$ cat src/rtl/urecv_pkg.sv
// Shared definitions for the urecv serial receiver: FSM state encodings and the
// two ASCII codes that are turned into back_sp instead of ds.
package urecv_pkg;

    typedef enum logic [2:0] {
        IDLE   = 3'd0,
        START  = 3'd1,
        DATA   = 3'd2,
        PARITY = 3'd3,
        STOP   = 3'd4,
        BREAK  = 3'd5
    } state_t;

    localparam logic [7:0] ASCII_BS  = 8'h08;
    localparam logic [7:0] ASCII_DEL = 8'h7F;

    function automatic logic is_erase(input logic [7:0] b);
        return (b == ASCII_BS) || (b == ASCII_DEL);
    endfunction

endpackage

$ cat src/rtl/urecv_tick.sv
// Oversample tick generator: one-clk tick every DIV clks, with a synchronous clear
// so the receiver can phase-align ticks to the start-bit edge.
module urecv_tick #(
    parameter int DIV = 325
) (
    input  logic clk,
    input  logic reset,
    input  logic clr,
    output logic tick
);

    localparam int W = (DIV > 1) ? $clog2(DIV) : 1;
    localparam logic [W-1:0] LAST = W'(DIV - 1);

    logic [W-1:0] count;

    // NOTE: sequential state uses non-blocking assignments so every flop samples pre-edge values.
    always_ff @(posedge clk) begin
        if (!reset || clr)
            count <= '0;
        else if (count == LAST)
            count <= '0;
        else
            count <= count + 1'b1;
    end

    assign tick = (count == LAST);

endmodule

$ cat src/rtl/urecv.sv
// RS-232 receiver (8N1, LSB first; 8E1 when URECV_PARITY_EN is defined) producing
// texter-compatible ascii_out/ds/back_sp strobes plus frame_err/par_err diagnostics.
module urecv
    import urecv_pkg::*;
#(
    parameter int CLK_HZ = 50_000_000,
    parameter int BAUD   = 9600,
    parameter int OVS    = 16
) (
    input  logic       clk,
    input  logic       reset,
    input  logic       sin,
    output logic [7:0] ascii_out,
    output logic       ds,
    output logic       back_sp,
    output logic       frame_err,
    output logic       par_err,
    output logic       busy
);

    localparam int DIV   = CLK_HZ / (BAUD * OVS);
    localparam int CNT_W = (OVS > 2) ? $clog2(OVS) : 1;
    localparam logic [CNT_W-1:0] HALF_LAST = CNT_W'(OVS / 2 - 1);
    localparam logic [CNT_W-1:0] BIT_LAST  = CNT_W'(OVS - 1);

    state_t           state, state_next;
    logic             sin_m, sin_s;
    logic             armed;
    logic             tick, tick_clr;
    logic [CNT_W-1:0] tick_cnt, tick_cnt_next;
    logic [2:0]       bit_idx, bit_idx_next;
    logic [7:0]       shift, shift_next;
    logic [7:0]       ascii_next;
    logic             ds_next, bs_next, fe_next, pe_next;

    urecv_tick #(.DIV(DIV)) u_tick (
        .clk   (clk),
        .reset (reset),
        .clr   (tick_clr),
        .tick  (tick)
    );

`ifdef URECV_PARITY_EN
    logic par_mismatch, par_mismatch_next;
`endif

    always_comb begin
        // NOTE: every comb output gets a default first, so no path can infer a latch.
        state_next    = state;
        tick_cnt_next = tick_cnt;
        bit_idx_next  = bit_idx;
        shift_next    = shift;
        ascii_next    = ascii_out;
        ds_next       = 1'b0;
        bs_next       = 1'b0;
        fe_next       = 1'b0;
        pe_next       = 1'b0;
        tick_clr      = 1'b0;
`ifdef URECV_PARITY_EN
        par_mismatch_next = par_mismatch;
`endif
        case (state)
            IDLE: if (armed && !sin_s) begin
                state_next    = START;
                tick_clr      = 1'b1;
                tick_cnt_next = '0;
            end
            START: if (tick) begin
                if (tick_cnt == HALF_LAST) begin
                    tick_cnt_next = '0;
                    bit_idx_next  = '0;
                    state_next    = sin_s ? IDLE : DATA;
                end else begin
                    tick_cnt_next = tick_cnt + 1'b1;
                end
            end
            DATA: if (tick) begin
                if (tick_cnt == BIT_LAST) begin
                    tick_cnt_next = '0;
                    shift_next    = {sin_s, shift[7:1]};
                    bit_idx_next  = bit_idx + 1'b1;
                    if (bit_idx == 3'd7)
`ifdef URECV_PARITY_EN
                        state_next = PARITY;
`else
                        state_next = STOP;
`endif
                end else begin
                    tick_cnt_next = tick_cnt + 1'b1;
                end
            end
`ifdef URECV_PARITY_EN
            PARITY: if (tick) begin
                if (tick_cnt == BIT_LAST) begin
                    tick_cnt_next     = '0;
                    par_mismatch_next = ^{shift, sin_s};
                    state_next        = STOP;
                end else begin
                    tick_cnt_next = tick_cnt + 1'b1;
                end
            end
`endif
            STOP: if (tick) begin
                if (tick_cnt == BIT_LAST) begin
                    tick_cnt_next = '0;
                    if (sin_s) begin
                        if (is_erase(shift)) begin
                            bs_next = 1'b1;
                        end else begin
                            ds_next    = 1'b1;
                            ascii_next = shift;
                        end
`ifdef URECV_PARITY_EN
                        pe_next = par_mismatch;
`endif
                        state_next = IDLE;
                    end else begin
                        fe_next    = 1'b1;
                        state_next = BREAK;
                    end
                end else begin
                    tick_cnt_next = tick_cnt + 1'b1;
                end
            end
            BREAK: if (sin_s) state_next = IDLE;
            default: state_next = IDLE;
        endcase
    end

    always_ff @(posedge clk) begin
        if (!reset) begin
            state     <= IDLE;
            sin_m     <= 1'b1;
            sin_s     <= 1'b1;
            armed     <= 1'b0;
            tick_cnt  <= '0;
            bit_idx   <= '0;
            shift     <= '0;
            ascii_out <= 8'h00;
            ds        <= 1'b0;
            back_sp   <= 1'b0;
            frame_err <= 1'b0;
        end else begin
            state     <= state_next;
            sin_m     <= sin;
            sin_s     <= sin_m;
            // A line held low since reset must go high once before any start bit counts.
            if (state == IDLE && sin_s)
                armed <= 1'b1;
            tick_cnt  <= tick_cnt_next;
            bit_idx   <= bit_idx_next;
            shift     <= shift_next;
            ascii_out <= ascii_next;
            ds        <= ds_next;
            back_sp   <= bs_next;
            frame_err <= fe_next;
        end
    end

`ifdef URECV_PARITY_EN
    always_ff @(posedge clk) begin
        if (!reset) begin
            par_mismatch <= 1'b0;
            par_err      <= 1'b0;
        end else begin
            par_mismatch <= par_mismatch_next;
            par_err      <= pe_next;
        end
    end
`else
    assign par_err = 1'b0;
`endif

    assign busy = (state != IDLE);

endmodule

$ cat config.mk
export PLATFORM = sky130hd
export DESIGN_NAME = urecv
export DESIGN_NICKNAME = d
export VERILOG_FILES = /design/src/rtl/urecv_pkg.sv /design/src/rtl/urecv_tick.sv /design/src/rtl/urecv.sv
export SDC_FILE = /design/constraint.sdc
export NUM_CORES = 1
export LEC_CHECK = 0
export ABC_AREA = 1
export CORE_UTILIZATION = 40
export CTS_CLUSTER_SIZE = 30
export DETAILED_ROUTE_END_ITERATION = 8
export REMOVE_ABC_BUFFERS = 1
export SLEW_MARGIN = 10
export SYNTH_ARGS = -nofsm -noshare
export SYNTH_HDL_FRONTEND = slang
export SYNTH_HIERARCHICAL = 1
export SYNTH_SLANG_ARGS = --single-unit
$ cat constraint.sdc
create_clock -name clk -period 4.9 [get_ports clk]
set_input_delay 1.47 -clock clk [delete_from_list [all_inputs] [get_ports clk]]
set_output_delay 1.47 -clock clk [all_outputs]
set_load 0.03 [all_outputs]
Fig. 1: placed standard cells
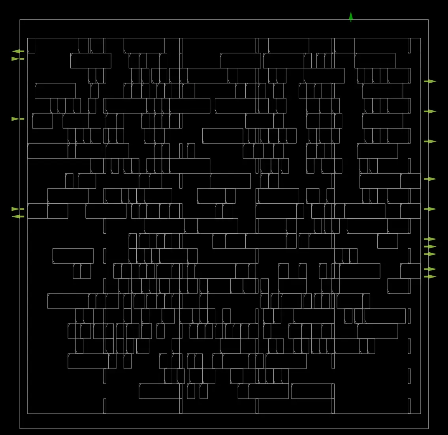
site row count: 25
core footprint: 4850 µm²
flop count: 41
sequential cell area share: 34.8%

Fig. 2: M3 wires
(4 px per µm)
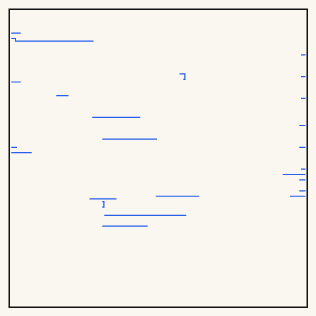
The layer holds 3.2% of the routed length. The wires run mostly horizontal. 22 nets have wire on it.

Fig. 3: wiring by layer
(4 px per µm) Only two layers are drawn.
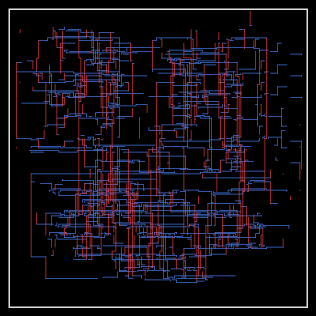
Key: metal 1 = blue [wire length 2170 µm]; metal 2 = red [wire length 1750 µm]

==> flow_summary_export.csv <==
group,metric,value,unit
worst_hold_path,worstHoldPathType,"flop to flop",
pwr,p_int,619,µW
global_route,grt_use_total,16.6,%
die,ioPinCount,16,
final_timing,fin_crit_sh,66.3,%
cts,cts-root-buf,"clkbuf_8",
outcome,outcome,"finished clean",
detailed_routing,vias,1888,
pwr,finalPower,1070,µW
layout,final_nets,337,
cts,htreeDepth,2,
die,dieArea,5490,µm²
job,warnings,26,
yosys,synthTopCellsByCount,"nand2_1 (81), nor2_1 (58), dfxtp_1 (41)",
final_timing,final_hold_viol_count,0,
global_route,grt.overflow.total,0,
cts,clk_latency,0.29,ns
pwr,leakage,0.000975,µW
cts,ctsHoldBuffers,0,
final_timing,tns,0,ns
cts,postCtsSetupRepairBufs,0,
detailed_routing,via_per_inst,4.76,
cts,ctsLongestPathBuffers,2,
layout,drive_gt1_share,10.0,%
final_timing,clock.fmax,0.308,GHz
yosys,synth_cells,314,
die,fp-utilization,42.9,%
place,dp.cells,389,
place,hpwlAfterDp,2.96,mm
yosys,ys_cells,314,
pwr,pwr-share-clk,20.5,%
detailed_routing,route.detailed.drc,0,
yosys,yosysTopAreaCell,"dfxtp_1",
yosys,synth_area_per_cell,6.62,µm²
-- through the flow --
step	setup slack, ns	area [µm²]	hold WS, ns
floorplan	2.60	2050	0.393
global placement	1.67	2270	0.400
detailed placement	1.64	2270	0.397
CTS	1.64	2360	0.417
global route	1.53	2360	0.429
finish	1.65	2360	0.417
-- area by class of cell --
type | count | area (µm²)
Sequential cell | 41 | 821
Multi-Input combinational cell | 233 | 1100
Fill cell | 510 | 2490
Tap cell | 67 | 83.8
Clock buffer | 5 | 68.8
Timing Repair Buffer | 14 | 140
Clock inverter | 3 | 17.5
Inverter | 34 | 128
-- state kept, by name, indices dropped and copies added (netlist names) --
register,flops
u_tick/count,9
ascii_out,8
shift,8
tick_cnt,4
bit_idx,3
state,3
armed,1
back_sp,1
ds,1
frame_err,1
sin_m,1
sin_s,1
-- layout by cell type, fill, tap and decap left out, types with 8 or more instances in the layout --
cell and n:
clkdlybuf4s50_1 14, nand4_1 11, nand3_1 19, a21oi_1 19
dfxtp_1 41, nor2_1 58, nand2_1 81, inv_1 29
o21ai_0 12, nor2_2 8
-- logic make-up (layout without fill, tap and decap cells) --
group | Yosys count | count (layout) | synth area share (%)
AND/OR/NAND/NOR | 194 | 194 | 41.5
flip-flops | 41 | 41 | 39.5
buffers and inverters | 40 | 56 | 7.64
AND-OR/OR-AND | 32 | 32 | 7.82
adder cells (fa/ha/maj) | 5 | 5 | 3.01
other | 1 | 1 | 0.180
XOR/XNOR | 1 | 1 | 0.421
-- power by group through the flow --
stage	Combinational (µW)	Sequential [µW]	Clock, µW
2_1_floorplan	344	415	0
3_3_place_gp	427	426	0
3_5_place_dp	428	425	0
4_1_cts	431	418	230
5_1_grt	502	426	242
6_report	431	418	219
-- critical path, cell delays in order, from the launching register on --
cell	delay, ns
dfxtp_1	0.47
inv_2	0.06
nand2_1	0.12
nor2_1	0.05
inv_1	0.11
clkdlybuf4s50_1	0.68
-- per-layer routing --
| metal | wire, µm | GRT usage [%] |
|---|---|---|
| met5 | 0 | 0 |
| met1 | 2170 | 23.0 |
| met4 | 19 | 5.13 |
| met3 | 128 | 3.66 |
| met2 | 1750 | 25.8 |
-- worst max path at each step --
stage	startpoint	to	slack (ns)	depth (start not counted)
final	state[1]	busy	1.65	5
after global routing	state[1]	busy	1.53	5
after CTS	state[1]	busy	1.64	5
after detailed placement	reset	sin_m	1.64	3
after global placement	reset	sin_s	1.67	3
after floorplan	state[1]	busy	2.60	4
Power is estimated from default activity; no workload was simulated.
